### Metal 2, run 1

Scale bar: 20 um.
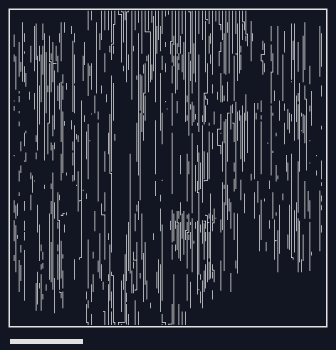
### Floorplan with the power grid, run 1

Pins as bars on the die edge. Tap cells in gray.
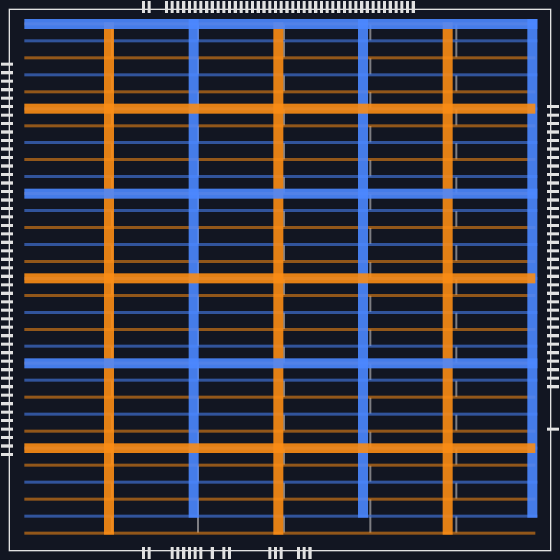
### Cell classes on the final placement, run 1

Scale bar: 20 um. Fill, decap, tap and diode cells in gray.
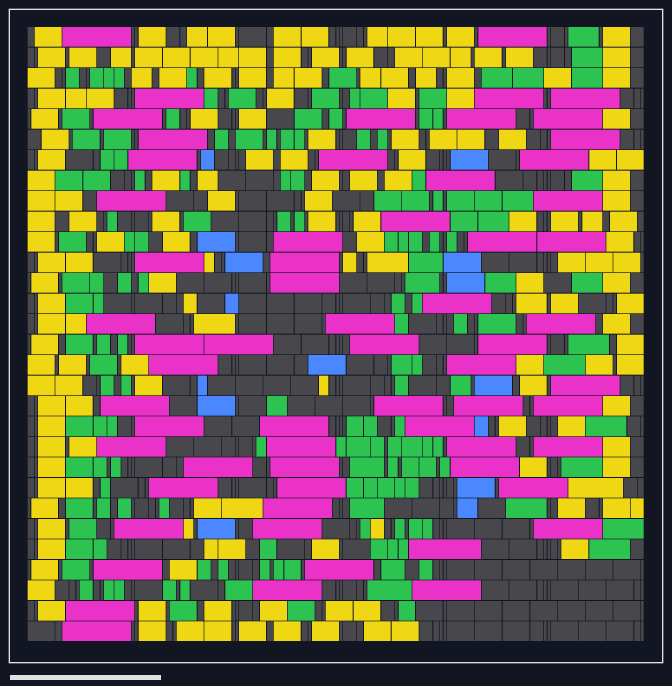
### Clock wires, drivers and flops, run 1

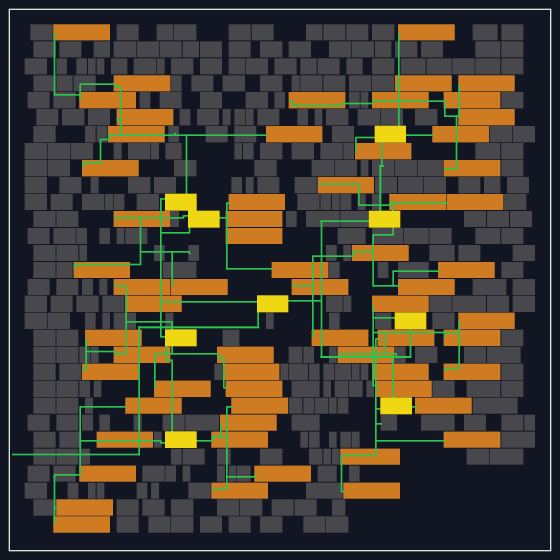
==> config.mk <==
export PLATFORM = sky130hd
export DESIGN_NAME = sdram_arbiter
export DESIGN_NICKNAME = d
export VERILOG_FILES = /design/src/rtl/sdram_arbiter.sv
export SDC_FILE = /design/constraint.sdc
export NUM_CORES = 1
export LEC_CHECK = 0
export CORE_MARGIN = 2
export CORE_UTILIZATION = 42
export CTS_CLUSTER_DIAMETER = 150
export DETAILED_ROUTE_END_ITERATION = 10
export GPL_TIMING_DRIVEN = 0
export PLACE_DENSITY = 0.92
export SYNTH_ARGS = -nofsm -noshare
export SYNTH_HDL_FRONTEND = slang
export SYNTH_SLANG_ARGS = --single-unit
==> constraint.sdc <==
create_clock -name i_sys_clk -period 4.3 [get_ports i_sys_clk]
set_clock_uncertainty 0.2 [all_clocks]
set_input_delay 0.86 -clock i_sys_clk [delete_from_list [all_inputs] [get_ports i_sys_clk]]
set_output_delay 0.86 -clock i_sys_clk [all_outputs]
set_load 0.05 [all_outputs]
==> src/rtl/sdram_arbiter.sv <==
// sdram_arbiter: round-robin front end that lets NumPorts clients share the
// single read/write command port of sdram_ctrl. One command is in flight at a
// time; command spacing and read-data capture are timed by fixed counters
// because the controller offers no handshake.
module sdram_arbiter #(
  parameter int NumPorts   = 2,
  parameter int AddrWidth  = 13,
  parameter int DataWidth  = 16,
  parameter int BusyCycles = 6,
  parameter int RdLatency  = 3
) (
  input  logic                          i_sys_clk,
  input  logic                          i_rst_n,
  input  logic [NumPorts-1:0]           i_req,
  input  logic [NumPorts-1:0]           i_we,
  input  logic [NumPorts*AddrWidth-1:0] i_addr,
  input  logic [NumPorts*DataWidth-1:0] i_wdata,
  output logic [NumPorts-1:0]           o_ack,
  output logic [NumPorts-1:0]           o_rd_valid,
  output logic [DataWidth-1:0]          o_rd_data,
  output logic                          o_busy,
  output logic                          o_wr_req,
  output logic [AddrWidth-1:0]          o_wr_addr,
  output logic [DataWidth-1:0]          o_wr_data,
  output logic                          o_rd_req,
  output logic [AddrWidth-1:0]          o_rd_addr,
  input  logic [DataWidth-1:0]          i_rd_data
);

  localparam int PW = (NumPorts > 1) ? $clog2(NumPorts) : 1;
  localparam int CW = (BusyCycles > 2) ? $clog2(BusyCycles) : 1;

  typedef enum logic [1:0] {
    IDLE  = 2'd0,
    ISSUE = 2'd1,
    BUSY  = 2'd2
  } state_e;

  state_e                state_q, state_d;
  logic [CW-1:0]         cnt_q, cnt_d;
  logic [PW-1:0]         last_q, last_d;
  logic [PW-1:0]         g_q, g_d;
  logic [NumPorts-1:0]   ack_q, ack_d;
  logic [NumPorts-1:0]   rd_valid_q, rd_valid_d;
  logic                  wr_req_q, wr_req_d;
  logic                  rd_req_q, rd_req_d;
  logic                  busy_q, busy_d;
  logic [AddrWidth-1:0]  addr_q, addr_d;
  logic [DataWidth-1:0]  wdata_q, wdata_d;
  logic [DataWidth-1:0]  rd_data_q, rd_data_d;
  logic                  rd_pend_q, rd_pend_d;
  logic [CW-1:0]         rd_cnt_q, rd_cnt_d;

  logic                  any_req_s;
  logic [PW-1:0]         win_s;
  logic [PW-1:0]         cand_s;

  // Round-robin search: first requesting port after the last grant, wrapping.
  always_comb begin
    any_req_s = 1'b0;
    win_s     = last_q;
    cand_s    = last_q;
    for (int i = 1; i <= NumPorts; i++) begin
      cand_s = PW'((int'(last_q) + i) % NumPorts);
      if (!any_req_s && i_req[cand_s]) begin
        any_req_s = 1'b1;
        win_s     = cand_s;
      end else begin
        any_req_s = any_req_s;
      end
    end
  end

  // Next-state logic for the arbitration FSM, command outputs and read capture.
  always_comb begin
    state_d    = state_q;
    cnt_d      = cnt_q;
    last_d     = last_q;
    g_d        = g_q;
    ack_d      = '0;
    rd_valid_d = '0;
    wr_req_d   = 1'b0;
    rd_req_d   = 1'b0;
    addr_d     = addr_q;
    wdata_d    = wdata_q;
    rd_data_d  = rd_data_q;
    rd_pend_d  = rd_pend_q;
    rd_cnt_d   = rd_cnt_q;

    case (state_q)
      IDLE: begin
        if (any_req_s) begin
          state_d       = ISSUE;
          g_d           = win_s;
          ack_d[win_s]  = 1'b1;
          wr_req_d      = i_we[win_s];
          rd_req_d      = ~i_we[win_s];
          addr_d        = i_addr[int'(win_s)*AddrWidth +: AddrWidth];
          wdata_d       = i_wdata[int'(win_s)*DataWidth +: DataWidth];
        end else begin
          state_d = IDLE;
        end
      end
      ISSUE: begin
        state_d = BUSY;
        last_d  = g_q;
        cnt_d   = CW'(BusyCycles - 2);
        if (rd_req_q) begin
          rd_pend_d = 1'b1;
          rd_cnt_d  = CW'(RdLatency - 1);
        end else begin
          rd_pend_d = rd_pend_q;
        end
      end
      BUSY: begin
        if (cnt_q == '0) begin
          state_d = IDLE;
        end else begin
          cnt_d = cnt_q - CW'(1);
        end
      end
      default: begin
        state_d = IDLE;
      end
    endcase

    // The read pipeline runs independently of the FSM once the read is issued.
    if (rd_pend_q) begin
      if (rd_cnt_q == '0) begin
        rd_pend_d      = 1'b0;
        rd_data_d      = i_rd_data;
        rd_valid_d[g_q] = 1'b1;
      end else begin
        rd_cnt_d = rd_cnt_q - CW'(1);
      end
    end else begin
      rd_cnt_d = rd_cnt_d;
    end

    busy_d = (state_d != IDLE);
  end

  // All state and outputs are registered; reset clears everything and
  // parks the pointer on the last port so port 0 wins first.
  always_ff @(posedge i_sys_clk or negedge i_rst_n) begin
    if (!i_rst_n) begin
      state_q    <= IDLE;
      cnt_q      <= '0;
      last_q     <= PW'(NumPorts - 1);
      g_q        <= '0;
      ack_q      <= '0;
      rd_valid_q <= '0;
      wr_req_q   <= 1'b0;
      rd_req_q   <= 1'b0;
      busy_q     <= 1'b0;
      addr_q     <= '0;
      wdata_q    <= '0;
      rd_data_q  <= '0;
      rd_pend_q  <= 1'b0;
      rd_cnt_q   <= '0;
    end else begin
      state_q    <= state_d;
      cnt_q      <= cnt_d;
      last_q     <= last_d;
      g_q        <= g_d;
      ack_q      <= ack_d;
      rd_valid_q <= rd_valid_d;
      wr_req_q   <= wr_req_d;
      rd_req_q   <= rd_req_d;
      busy_q     <= busy_d;
      addr_q     <= addr_d;
      wdata_q    <= wdata_d;
      rd_data_q  <= rd_data_d;
      rd_pend_q  <= rd_pend_d;
      rd_cnt_q   <= rd_cnt_d;
    end
  end

  assign o_ack      = ack_q;
  assign o_rd_valid = rd_valid_q;
  assign o_rd_data  = rd_data_q;
  assign o_busy     = busy_q;
  assign o_wr_req   = wr_req_q;
  assign o_wr_addr  = addr_q;
  assign o_wr_data  = wdata_q;
  assign o_rd_req   = rd_req_q;
  assign o_rd_addr  = addr_q;

endmodule

==> flow_summary.yaml, run 1 <==
# physical design summary
worst_setup_path:
  critPathMaxFanout: 3
  critPathTopFamily: "buffers and inverters"
  worst-path-buf-inv: 2
  crit_path_start_kind: "flop"
  crit_type: "reg -> out"
  endpoint: "o_wr_addr[2]"
  cp.arrival_ps: 1650
  r2r_start: "last_q$_DFFE_PN1N_"
  required_ps: 3240
  cp-startpoint: "o_rd_addr[2]$_DFFE_PN0P_"
  r2r_end: "o_rd_addr[11]$_DFFE_PN0P_"
  worstSetupEndpointType: "output pin"
  worstPathCellList: "buf_4, clkdlybuf4s50_1"
  path_depth: 2
yosys:
  ys_warn_count: 0
  syn_avg_cell_area_um2: 11.7
  synth_cell_types: 35
  edf_count: 0
  numSynthFlops: 63
  flop_cell: "dfrtp_1"
  netlist_area_mm2: 0.00286
  adder_share_pct: 1.75
  yosys.cell_count.top_type: "dfrtp_1"
  xor_area_share_pct: 0
  netlist_top_cells_count: "dfrtp_1, o21ai_0, mux2i_1, nand2_1, buf_4"
  synthArstFlopShare_pct: 100
  floorplan.nets: 328
  synth_top_cell_by_area: "dfrtp_1"
  ys_sh_aoi_pct: 9.58
routing:
  drcViolationCount: 0
  avgRoutedWirePerCell_um: 14.5
  detail-route-antenna-nets: 0
  dr_wl_met3_um: 537
  drt-total-wl_um: 7040
  routedLengthMet1_um: 2580
  top_layer: "met4"
  via_per_inst: 4.81
  drt-initial-drc-count: 44
power:
  p_clk_share_pct: 10.6
  p_seq_share_pct: 26.2
  maxPowerGroup: "combinational logic"
  p_leak_nw: 2.07
  seq_cell_power_w: 0.00106
  ir_worst_vdd_mv: 0.465
  comb_power_share_pct: 63.1
  internal-power_w: 0.00207
  p_per_area_mw_per_mm2: 885
min_path:
  min-delay-start: "o_wr_data[2]$_DFFE_PN0P_"
  whs_endpoint: "o_wr_data[2]$_DFFE_PN0P_"
  hp-class: "reg -> reg"
die:
  dieArea_mm2: 0.00749
  initial_core_util_pct: 42.8
  taps: 80
finish:
  logic_area_mm2: 0.00106
  inv_count: 10
  seq_cells: 63
  clock_area_share_pct: 3.58
  drive_gt1_share_pct: 14.6
  antenna_cells: 0
  buf_share_pct: 35.8
  fin_nets: 484
  buffers: 169
  comb_area_share_pct: 23.2
  instances_no_fill: 484
  syn2layout_area_growth_pct: 60.1
  largest_cell_class: "non-clock buffers"
  flop_area_mm2: 0.00158
final_timing:
  rsz0062_at_grt: "no"
  fmax_mhz: 370
  timing_worst_slew_pin_value_ps: 656
  fin_tns_setup_ps: 0
  max_slew_margin_pct: 56.3
placement:
  dpl_cell_area_mm2: 0.00442
  io_buffers: 144
  place_ws_ps: 1580
flow_run:
  maxCapViolations: 0
  warnings: 28
clock_network:
  post_cts_resized: 0
  cts_made_buffers: 9
  postCtsSetupBuffers: 0
  cts_sinks: 63
  clockRootBuffer: "clkbuf_8"
  cts_tree: "yes"
  cts.hold.buffers_added: 0
global_routing:
  grt_max_degree: 36
  met1_usage_pct: 20.0
  antenna_found_initial: 0
  grt.met3_usage_pct: 5.43
status:
  status: "finished, final reports clean"
Back to the opening pictures, 'Metal 2':
The longest straight run is 43.0 um. The wires run mostly vertical. The layer holds 55% of the routed length.
met2 global-route usage: 35.6%
Via Count: 2328

Back to the opening pictures, 'Floorplan with the power grid':
Key: orange = VSS; blue = VDD
6 straps on met4. 6 straps on met5. The core has 30 rows. 80 tap cells.
Die H: 86.5 um
CORE AREA: 0.00668 mm2
die x size: 86.5 um

Back to the opening pictures, 'Cell classes on the final placement':
Key: magenta = flip-flops [cells 63]; green = all other logic [cells 157]; yellow = other buffers and delay cells [cells 169]; blue = clock drivers and dummy loads [cells 15]
Rows: 30
Final Instance Area: 0.00458 mm2
Seq/total area: 34.4%
Finished Core Util: 68.6%

Back to the opening pictures, 'Clock wires, drivers and flops':
Key: yellow = cells driving clock nets [count 9]; green = clock wires [length 773 um]; orange = flip-flops [count 63]
Position of the flops: all over the die. There are 10 routed clock nets.

==> run 2, diff against run 1 <==
--- a/config.mk
+++ b/config.mk
@@ -6,11 +6,11 @@
 export NUM_CORES = 1
 export LEC_CHECK = 0
 export CORE_MARGIN = 2
-export CORE_UTILIZATION = 42
+export CORE_UTILIZATION = 36
 export CTS_CLUSTER_DIAMETER = 150
 export DETAILED_ROUTE_END_ITERATION = 10
 export GPL_TIMING_DRIVEN = 0
-export PLACE_DENSITY = 0.92
+export PLACE_DENSITY = 0.84
 export SYNTH_ARGS = -nofsm -noshare
 export SYNTH_HDL_FRONTEND = slang
 export SYNTH_SLANG_ARGS = --single-unit
==> constraint.sdc (replaced) <==
create_clock -name i_sys_clk -period 2.4 [get_ports i_sys_clk]
set_clock_uncertainty 0.2 [all_clocks]
set_input_delay 0.48 -clock i_sys_clk [delete_from_list [all_inputs] [get_ports i_sys_clk]]
set_output_delay 0.48 -clock i_sys_clk [all_outputs]
set_load 0.05 [all_outputs]
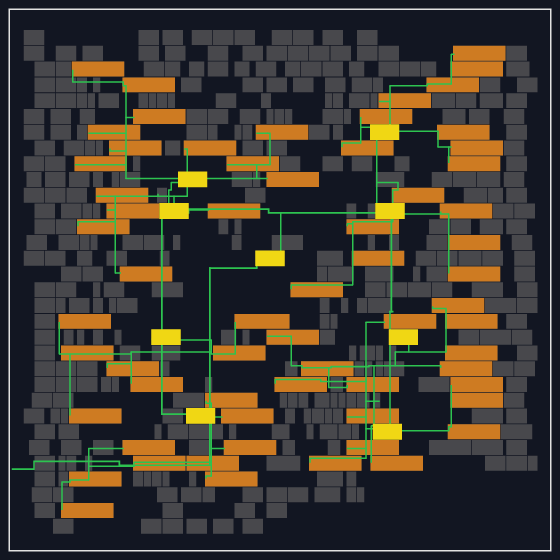
*Clock wires, drivers and flops, run 2*
Clk power: 0.000780 W
Clock Latency Late Sink: 320 ps
Clock Power Share: 10.7%

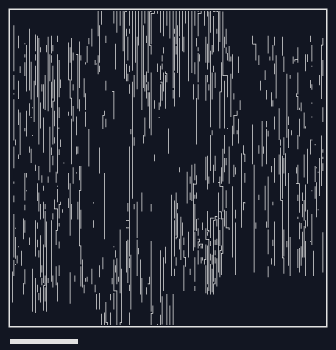
*Metal 2, run 2*
Scale bar: 20 um.
420 nets have wire on it. The longest straight run is 35.0 um. The layer carries 3470 um of wire.
WL final: 7120 um
met2 global-route usage: 29.2%
Via Count: 2373

==> flow_summary.yaml, run 2 <==
# physical design summary
yosys:
  synth_cell_types: 35
  numSynthFlops: 63
  ys_warn_count: 0
  xor_area_share_pct: 0
  flop_cell: "dfrtp_1"
  yosys.cell_count.top_type: "dfrtp_1"
  netlist_top_cells_count: "dfrtp_1, o21ai_0, mux2i_1, nand2_1, buf_4"
  mux_area_share_pct: 18.1
  synthArstFlopShare_pct: 100
  netlist_area_mm2: 0.00286
  floorplan.nets: 328
  ys_sh_aoi_pct: 9.58
  edf_count: 0
  syn_avg_cell_area_um2: 11.7
  adder_share_pct: 1.75
  synth_top_cell_by_area: "dfrtp_1"
power:
  ir_worst_vdd_mv: 0.683
  internal-power_w: 0.00373
  p_total_w: 0.00727
  maxPowerGroup: "combinational logic"
  seq_cell_power_w: 0.00190
  pg_comb_w: 0.00459
  p_per_area_mw_per_mm2: 1580
  comb_power_share_pct: 63.2
  p_seq_share_pct: 26.1
worst_setup_path:
  r2r_end: "o_wr_data[12]$_DFFE_PN0P_"
  critPathTopFamily: "buffers and inverters"
  worst-path-buf-inv: 2
  cp.arrival_ps: 1630
  r2r_start: "last_q$_DFFE_PN1N_"
  path_depth: 2
  required_ps: 1720
  worstPathCellList: "buf_4, clkdlybuf4s50_1"
  crit_path_start_kind: "flop"
  crit_type: "reg -> out"
  worstSetupEndpointType: "output pin"
  cp-startpoint: "o_rd_addr[12]$_DFFE_PN0P_"
  critPathMaxFanout: 3
  endpoint: "o_wr_addr[12]"
finish:
  logic_area_mm2: 0.00106
  clock_area_share_pct: 3.56
  fin_nets: 484
  comb_area_share_pct: 23.0
  inv_count: 10
  drive_gt1_share_pct: 14.1
  antenna_cells: 0
  stdcell_area_mm2: 0.00461
  sh_seq_area_pct: 34.2
  instances_no_fill: 505
  flop_area_mm2: 0.00158
  largest_cell_class: "non-clock buffers"
  buf_share_pct: 35.6
  seq_cells: 63
  utilization_pct: 59.7
  buffers: 169
clock_network:
  cts_made_buffers: 9
  postCtsSetupBuffers: 0
  cts_sinks: 63
  post_cts_resized: 0
  clockRootBuffer: "clkbuf_8"
routing:
  detail-route-antenna-nets: 0
  dr_wl_met3_um: 601
  avgRoutedWirePerCell_um: 14.1
  top_layer: "met4"
  drcViolationCount: 0
  drt-initial-drc-count: 85
  via_per_inst: 4.70
  routedLengthMet1_um: 2930
min_path:
  hp-class: "in -> async"
final_timing:
  max_slew_margin_pct: 50.8
  rsz0062_at_grt: "no"
  timing_worst_slew_pin_value_ps: 738
  timing_hold_violations_final: 0
  fmax_mhz: 433
  fin_tns_setup_ps: 0
  timing.final.crit_share_pct: 96.2
placement:
  dpl_cell_area_mm2: 0.00445
  place_ws_ps: 86.1
  io_buffers: 144
die:
  taps: 102
  dieArea_mm2: 0.00868
  die_h_um: 93.2
  die_w_um: 93.2
  row_count: 32
  core_mm2: 0.00773
flow_run:
  warnings: 28
global_routing:
  met1_usage_pct: 19.2
  grt_max_degree: 33
  antenna_found_initial: 0
  grt.met3_usage_pct: 5.48
status:
  status: "finished, final reports clean"
Power and IR drop assume default switching activity.
